Fig. 1: sequential cells colored by netlist name
Drawn at 2 px/um. Other sequential cells in the stronger gray, the rest of the logic in the fainter gray.
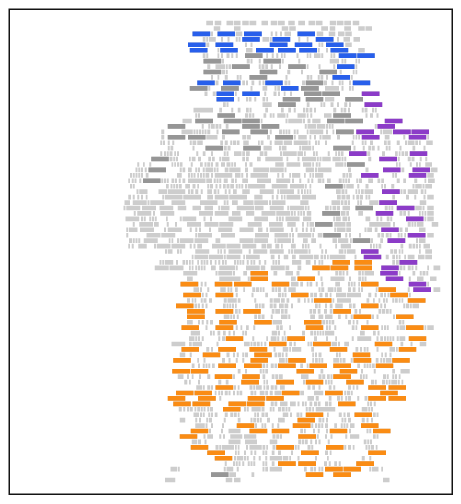
Fig. 2: track usage over the die
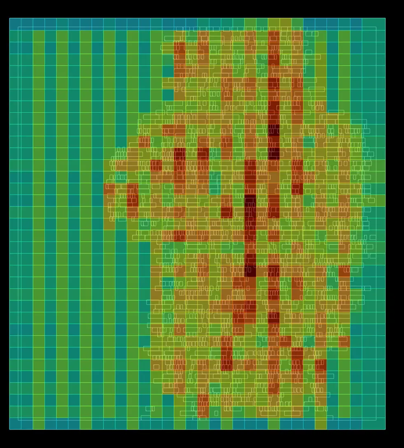
Fig. 3: met1 routing
Drawn at 1 px/um.
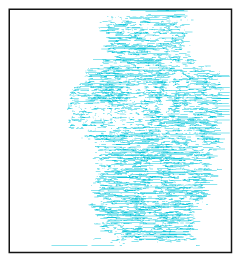
Fig. 4: layout detail
Window x 153 to 178, y 169 to 194 um. Cells in gray, sequential cells in the stronger gray; small squares are vias.
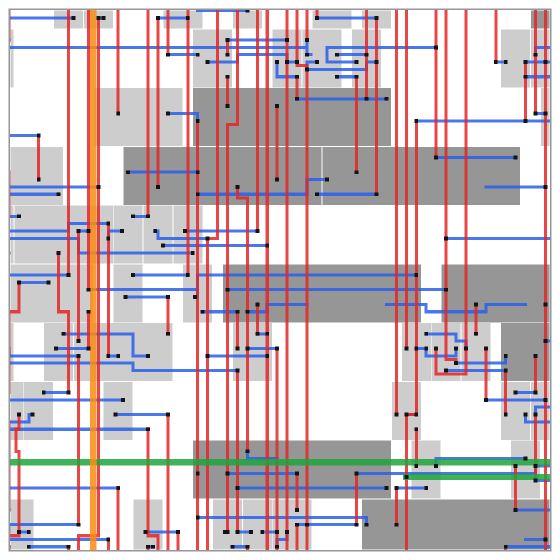
Design hidden_layer_mac, sky130hd; sources not shown.
==> results_dict.tcl <==
# implementation run metrics
set metrics [dict create \
    num-fill-cells 5014 \
    finish.cell_count_without_fillers 2565 \
    syn2layout_area_growth_pct 16.7 \
    antenna_violations_before_repair 1 \
    max-cap-violations 0 \
    ys_sh_simple 0.226 \
    nWellTaps 652 \
    globalplace.congestion 0.876 \
    die.size.x_um 221 \
    area_share_clock_buf_inv 0.0271 \
    ys.warnings.count 6 \
    reg2reg_setup_slack_ps 230 \
    ys_top_cells_by_count "sky130_fd_sc_hd__nand2_1 (565), sky130_fd_sc_hd__inv_1 (315), sky130_fd_sc_hd__dfrtp_1 (231)" \
    worst-slew-pin-transition_ps 709 \
    status "complete, no violations" \
    ant_nets 0 \
    rows 85 \
    post_synth_mux_area_share 0 \
    antennaDiodeCount 1 \
    relSlewSlack 0.527 \
    synth_cells 1831 \
    asyncSetResetFlopFracSynth 1.00 \
    synth_chip_area_mm2 0.0147 \
    worst_skew_pair.late_latency_ps 580 \
    critical_path_peak_fanout 6 \
    wire_per_inst_um 14.1 \
    dpl.cell_count 2518 \
    root_buffer "sky130_fd_sc_hd__clkbuf_8" \
    drive_gt1_frac 0.109 \
    floorplan.initialDensity 0.302 \
    dp_slack_ps -19.3 \
    finalNetCount 2083 \
    mappedNetlistNets 2016 \
    largest_cell_class "logic gates" \
    area_leaders "sky130_fd_sc_hd__dfrtp_1 (39%), sky130_fd_sc_hd__nand2_1 (14%), sky130_fd_sc_hd__fa_1 (12%)" \
    htreeDepth 1 \
    gr-total-overflow 0 \
    detailed_place.area_mm2 0.0162 \
    worst_hold_path.num_cells 2 \
    grt_pass1_vias 11845 \
    synth.largest_area_cell "sky130_fd_sc_hd__dfrtp_1" \
    number_of_hold_slack_violations_in_the_final_timing_report 0 \
    synth_area_mm2 0.0147 \
    postCtsSetupRepairBufs 2 \
    worst-path-stages 30 \
    drt_first_iter_violations 802 \
    cts-root-to-sink-buffers 3 \
    timing.clock.skew_ps 27.1 \
    portion_of_synthesized_cell_area_occupied_by_the_leading_cell_type 0.394 \
    worst_endpoint_required_time_ps 7120 \
    comb.multi_input.count 1191 \
    clock.fmax_mhz 155 \
    holdBufCountCts 0 \
    path_type_of_the_worst_min_delay_path "flop to flop" \
    worst_setup_path_category "flop to flop" \
    cp_data_arrival_time_ps 6890 \
    ioPinCount 81 \
    core_box_area_mm2 0.0486 \
    finalWorstSetupSlack_ps 232 \
    synth.cellmix.xorXnorShare 0.00120 \
    synth_cell_type_count 37 \
    avgSynthCellArea_um2 8.00 \
    primary_flip_flop_cell_chosen_by_synthesis_mapping "sky130_fd_sc_hd__dfrtp_1" \
    max_stage_delay_ps 630 \
    dpl.hpwl_um 26500 \
    layout.sequential_cells 231 \
    report.final.setup_viol 0 \
    route.detailed.vias_per_inst 4.54 \
    finalHoldWorstSlack_ps 475 \
    post-synth-top-count-cell "sky130_fd_sc_hd__nand2_1" \
    highest-signal-layer "met4" \
]
Notes on Fig. 1 above:
| netlist name | color | placed flops |
|---|---|---|
| `g_slot.out_reg` | blue | 30 |
| `w_mem` | orange | 120 |
| `x_mem` | purple | 32 |
not colored: 49
sequential fraction of total cell area: 0.338
final core utilization: 0.352
register area: 0.00578 mm^2

Notes on Fig. 2 above:
met3 track demand over resource in global routing: 0.0114
met2 track demand over resource: 0.238
most crowded layer after global routing: met2
global routing usage summed across all routing layers: 0.136
met1 capacity usage during global routing: 0.182

Notes on Fig. 3 above:
nets with wire on the layer: 1968
main direction: horizontal
Post-Route WL: 36300 um
total via count in the routed design: 11648

Notes on Fig. 4 above:
| layer | color |
|---|---|
| metal 1 | blue |
| metal 2 | red |
| metal 4 | orange |
| metal 3 | green |
most frequent: nand2_1 (12), inv_1 (11), dfrtp_1 (7)
cells with their middle in the window: 39
sequential cells in the window: 7

[cell usage in the layout, fill, tap and decap left out, types with 38 or more instances in the layout]
| cell type | synthesis | layout |
|---|---|---|
| sky130_fd_sc_hd__nand2_1 | 565 | 550 |
| sky130_fd_sc_hd__inv_1 | 315 | 307 |
| sky130_fd_sc_hd__o21ai_1 | 50 | 51 |
| sky130_fd_sc_hd__fa_1 | 85 | 81 |
| sky130_fd_sc_hd__o21ai_0 | 146 | 145 |
| sky130_fd_sc_hd__clkdlybuf4s50_1 | 0 | 78 |
| sky130_fd_sc_hd__dfrtp_1 | 231 | 231 |
| sky130_fd_sc_hd__nor2_1 | 48 | 41 |
| sky130_fd_sc_hd__ha_1 | 52 | 38 |
| sky130_fd_sc_hd__buf_4 | 2 | 39 |
| sky130_fd_sc_hd__nand3_1 | 136 | 131 |
